<file path="config.mk">
export PLATFORM = sky130hd
export DESIGN_NAME = stall_ctrl
export DESIGN_NICKNAME = d
export VERILOG_FILES = /design/src/rtl/hazard_pkg.sv /design/src/rtl/md_busy_counter.sv /design/src/rtl/stall_ctrl.sv
export SDC_FILE = /design/constraint.sdc
export NUM_CORES = 1
export LEC_CHECK = 0
export CAP_MARGIN = 5
export CORE_MARGIN = 2
export CORE_UTILIZATION = 36
export CTS_BUF_LIST = sky130_fd_sc_hd__clkbuf_8
export CTS_CLUSTER_SIZE = 24
export DETAILED_ROUTE_END_ITERATION = 6
export GPL_ROUTABILITY_DRIVEN = 0
export HOLD_SLACK_MARGIN = 0.15
export PLACE_DENSITY = 0.72
export RECOVER_POWER = 25
export SYNTH_ARGS = -nofsm -noshare
export SYNTH_HDL_FRONTEND = slang
export SYNTH_SLANG_ARGS = --single-unit
</file>
<file path="constraint.sdc">
create_clock -name clk -period 4.7 [get_ports clk]
set_input_delay 0.94 -clock clk [delete_from_list [all_inputs] [get_ports clk]]
set_output_delay 0.94 -clock clk [all_outputs]
set_load 0.01 [all_outputs]
</file>
<file path="src/rtl/hazard_pkg.sv">
// Shared hazard encodings for the stall/forwarding logic of the five-stage core.
// Tuse/Tnew codes, default multiply/divide latencies, and the shadow-stage record.
package hazard_pkg;

  localparam logic [1:0] TUSE_BR   = 2'd0;
  localparam logic [1:0] TUSE_ALU  = 2'd1;
  localparam logic [1:0] TUSE_ST   = 2'd2;
  localparam logic [1:0] TUSE_NONE = 2'd3;

  localparam logic [1:0] TNEW_LINK = 2'd0;
  localparam logic [1:0] TNEW_ALU  = 2'd1;
  localparam logic [1:0] TNEW_LOAD = 2'd2;

  localparam int MULT_CYCLES_DEF = 5;
  localparam int DIV_CYCLES_DEF  = 10;

  typedef struct packed {
    logic [4:0] a3;
    logic       we;
    logic [1:0] tnew;
  } shadow_t;

  // Tnew counts down one per stage and saturates at zero.
  function automatic logic [1:0] tnew_dec(input logic [1:0] t);
    return (t == 2'd0) ? 2'd0 : t - 2'd1;
  endfunction

endpackage

</file>
<file path="src/rtl/md_busy_counter.sv">
// Multiply/divide busy counter: loads the op latency on issue, counts down to zero.
// Busy is derived from the register so reset drops it asynchronously.
module md_busy_counter #(
  parameter int CNT_W = 4
) (
  input  logic             clk,
  input  logic             rst_n,
  input  logic             load,
  input  logic [CNT_W-1:0] load_val,
  output logic             busy
);

  logic [CNT_W-1:0] r_cnt;

  always_ff @(posedge clk or negedge rst_n) begin
    if (!rst_n)             r_cnt <= '0;
    else if (load)          r_cnt <= load_val;
    else if (r_cnt != '0)   r_cnt <= r_cnt - 1'b1;
  end

  assign busy = (r_cnt != '0);

endmodule

</file>
<file path="src/rtl/stall_ctrl.sv">
// Stall/bubble controller: tracks (dest, Tnew) for E and M and stalls D whenever
// an operand cannot be forwarded in time, or an HI/LO access meets a busy MD unit.
module stall_ctrl
  import hazard_pkg::*;
#(
  parameter int MULT_CYCLES = MULT_CYCLES_DEF,
  parameter int DIV_CYCLES  = DIV_CYCLES_DEF,
  parameter int CNT_W       = 4
) (
  input  logic       clk,
  input  logic       rst_n,
  input  logic [4:0] rs_D,
  input  logic [4:0] rt_D,
  input  logic [1:0] tuse_rs_D,
  input  logic [1:0] tuse_rt_D,
  input  logic [4:0] a3_D,
  input  logic       rwe_D,
  input  logic [1:0] tnew_D,
  input  logic       md_start_D,
  input  logic       md_div_D,
  input  logic       md_use_D,
  input  logic       flush,
  output logic       stall_D,
  output logic       bubble_E,
  output logic       md_busy
);

  localparam logic [CNT_W-1:0] MULT_LD = CNT_W'(MULT_CYCLES);
  localparam logic [CNT_W-1:0] DIV_LD  = CNT_W'(DIV_CYCLES);

  shadow_t r_e, r_m;
  shadow_t w_e_nxt, w_m_nxt;

  logic [1:0][4:0] w_src;
  logic [1:0][1:0] w_tuse;
  logic [1:0]      w_haz;
  logic            w_md_stall;
  logic            w_issue;

  assign w_src  = {rt_D, rs_D};
  assign w_tuse = {tuse_rt_D, tuse_rs_D};

  // Operand 0 is rs, operand 1 is rt; a hazard is a producer whose value is
  // still further away than the consumer's use point.
  for (genvar g = 0; g < 2; g++) begin : g_op
    assign w_haz[g] = (w_src[g] != 5'd0) && (w_tuse[g] != TUSE_NONE) &&
                      (((w_src[g] == r_e.a3) && r_e.we && (r_e.tnew > w_tuse[g])) ||
                       ((w_src[g] == r_m.a3) && r_m.we && (r_m.tnew > w_tuse[g])));
  end

  assign w_md_stall = (md_start_D | md_use_D) & md_busy;
  assign stall_D    = (|w_haz) | w_md_stall;
  assign bubble_E   = stall_D | flush;
  assign w_issue    = !stall_D && !flush;

  always_comb begin
    w_e_nxt = '0;
    if (w_issue) w_e_nxt = '{a3: a3_D, we: rwe_D, tnew: tnew_D};
    w_m_nxt = '0;
    if (!flush)  w_m_nxt = '{a3: r_e.a3, we: r_e.we, tnew: tnew_dec(r_e.tnew)};
  end

  always_ff @(posedge clk or negedge rst_n) begin
    if (!rst_n) begin
      r_e <= '0;
      r_m <= '0;
    end else begin
      r_e <= w_e_nxt;
      r_m <= w_m_nxt;
    end
  end

  // Flush does not reach the counter: an in-flight mult/div still completes.
  md_busy_counter #(.CNT_W(CNT_W)) u_md (
    .clk      (clk),
    .rst_n    (rst_n),
    .load     (w_issue & md_start_D),
    .load_val (md_div_D ? DIV_LD : MULT_LD),
    .busy     (md_busy)
  );

endmodule

</file>
==> images/drive_strength.png <==
Scale bar: 20 µm.
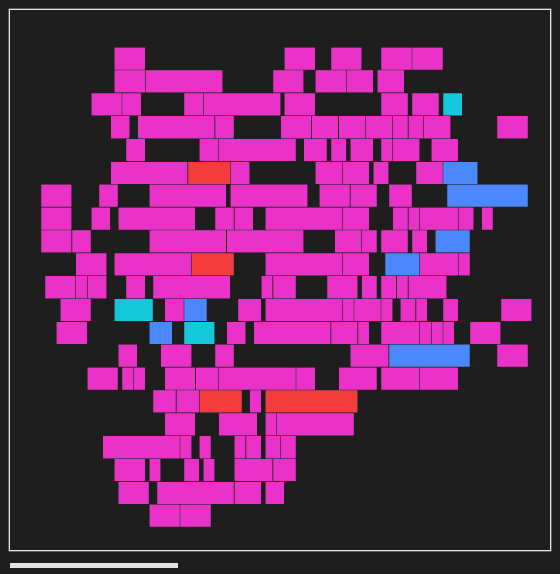
Magenta is drive 1 or less, cells 151, share 92%, most used clkdlybuf4s50_1. Red is drive 6 and up, cells 4, share 2.4%, most used clkbuf_8. Blue is drive 3 to 4, cells 7, share 4.2%, most used or4_4. Cyan is drive 2, cells 3, share 1.8%.

==> images/metal_stack.png <==
Only two layers are drawn.
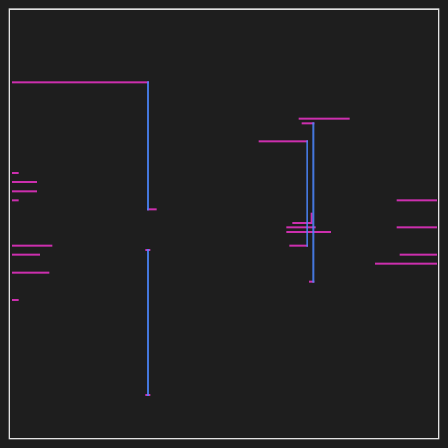
Blue is met4, wire length 80.2 µm. Magenta is met3, wire length 105 µm.

==> images/met1.png <==
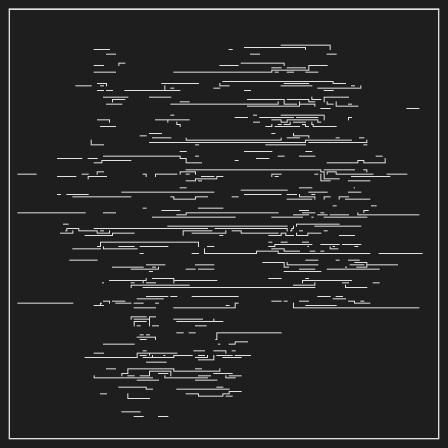
The layer carries 1210 µm of wire. The layer holds 43% of the routed length. The longest straight run is 25.8 µm.

==> impl_metrics.toml <==
# generated from flow reports
[outcome]
status = "finished, final reports clean"

[worst_hold_path]
hp-class = "flip-flop to flip-flop"
worstHoldStart = "r_e[0]$_DFF_PN0_"

[routing]
vias_per_cell = 4.93
postRouteAntennaNets = 0
route.detailed.drc = 0
wire_per_inst_um = 13.3
via_count = 1040
first_iter_violations = 33

[grt]
grt_pass1_wl_um = 4730
grt_max_degree = 21
grt_pass1_vias = 1112

[floorplan]
initial_core_util = 0.383
die_h_um = 64.3

[setup_path]
cp_num_buf_inv = 4
crit_type = "input pin to output pin"
critical-path-max-stage-delay_ps = 560
crit_slowest_cell = "or4_1"
cp-start-kind = "input pin"
rr_startpoint = "r_e[1]$_DFF_PN0_"
path_cells = "clkdlybuf4s50_1 -> inv_1 -> ha_1 -> a21oi_1 -> or4_1 -> a221oi_4 -> nor4_2 -> inv_1 -> clkdlybuf4s50_1"
critPathLaunch = "tuse_rt_D[1]"

[flow_run]
max_cap_viol_count = 0
warnings = 27

[logic_synthesis]
seq_area_frac_synth = 0.383
area_leaders = "dfrtp_1 (38%), xnor2_1 (11%), ha_1 (9.6%)"
top_area_frac = 0.383
top_cell = "dfrtp_1"
numSynthFlops = 20
synth-edff-count = 0
top_cells_by_count = "dfrtp_1 (20), xnor2_1 (16), inv_1 (13)"
fp_nets = 168
ys_cells = 130
ys_chip_area_um2 = 1310
synth.distinct_cells = 27
yosys_warnings = 0

[power]
p_per_area_nw_per_um2 = 333
p_comb_frac = 0.322
p_int_mw = 0.413
p_total_mw = 0.582
power_leakage_nw = 0.761
switching_power_mw = 0.169
seqPwrFrac = 0.390

[timing]
worst_slew_pin_slew_ps = 830
rsz0062_at_grt = "false"
setup_tns_ps = 0
post-route-period-util = 0.962
min_period_ps = 4520

[clock_tree]
cts-root-buf = "clkbuf_8"
htreeDepth = 1
cts_buffers = 3
clk_pin_slew_ps = 70
cts_sinks = 20
ctsHoldBuffers = 0
clkLatencyLatePin_ps = 250

[layout]
antenna_cells = 0
final_layout_size_suffix_gt1_frac = 0.0848
nets = 204

[placement]
io_buffers = 30
[layer usage]
| layer | vias to the layer above | routed length (µm) | track usage | share of wire |
|---|---|---|---|---|
| met5 | - | 0 | 0 | 0 |
| met4 | 0 | 80 | 0.0851 | 0.028 |
| met3 | 8 | 105 | 0.0194 | 0.037 |
| met2 | 27 | 1420 | 0.255 | 0.50 |
| met1 | 486 | 1210 | 0.175 | 0.43 |
| li1 | 519 | - | - | - |
[worst paths after layout]
check | cells after the start | to | slack [ps]
max reg2reg | 7 | u_md.r_cnt[0]$_DFFE_PN0P_ | 2360
min in group asynchronous | 1 | u_md.r_cnt[0]$_DFFE_PN0P_ | 1230
max in group asynchronous | 1 | r_e[6]$_DFF_PN0_ | 2960
max | 9 | bubble_E | 180
min | 1 | r_m[0]$_DFF_PN0_ | 440
min reg2reg | 1 | r_m[0]$_DFF_PN0_ | 440
[cells in the final DEF (no fill, tap or decap), types with 2 or more instances in the layout]
cell | netlist | layout
a21oi_1 | 6 | 6
a221oi_4 | 2 | 2
a31oi_1 | 2 | 2
and2_1 | 8 | 8
buf_4 | 0 | 2
clkbuf_8 | 0 | 3
clkdlybuf4s50_1 | 0 | 28
dfrtp_1 | 20 | 20
dlygate4sd3_1 | 0 | 2
ha_1 | 10 | 10
inv_1 | 13 | 13
nand2_1 | 7 | 7
nand3_1 | 8 | 8
nor2_1 | 3 | 3
nor2b_1 | 7 | 7
nor3b_1 | 3 | 3
or3_1 | 2 | 2
or4_1 | 5 | 5
or4_4 | 3 | 3
xnor2_1 | 16 | 16
xor2_1 | 5 | 5
[cell type report]
class	instances	area, µm²
Clock buffer	3	41.3
Clock inverter	1	30.0
Inverter	13	48.8
Fill cell	315	1670
Tap cell	46	57.6
Sequential cell	20	500
Timing Repair Buffer	32	315
Multi-Input combinational cell	96	754
[stage by stage]
step           setup slack [ps]  std cells  instance area, µm²  hold WS (ps)
6_report                    180        211                1750           436
5_1_grt                    23.2        211                1750           462
4_1_cts                     153        211                1750           434
3_5_place_dp                161        207                1680           423
3_3_place_gp                204        207                1680           424
2_1_floorplan              1330        130                1310           409
[worst register-to-register path: cells and delay by family (launching register included)]
family | cells | cell delay, ps
AOI/OAI and AO/OA | 3 | 690
and+or+nand+nor | 2 | 560
DFF | 1 | 450
adders and majority gates | 1 | 320
buffers and inverters | 1 | 190
[sequential cells by signal (all words and copies together), names as in the netlist]
name,cells
r_e,8
u_md.r_cnt,4
r_m,8
[power groups by stage]
stage / Sequential [mW] / Combinational, mW / Clock (mW)
after detailed placement: 0.230 / 0.187 / 0
after global routing: 0.232 / 0.214 / 0.178
after CTS: 0.226 / 0.190 / 0.171
final: 0.227 / 0.187 / 0.168
after global placement: 0.228 / 0.180 / 0
after floorplan: 0.222 / 0.121 / 0
[cell families after synthesis]
logic type	after synthesis	synth area share
compound gates	13	0.0900
xor+xnor	21	0.141
fa+ha+maj	10	0.0957
buf+inv	14	0.0402
flops	20	0.383
simple gates	52	0.251
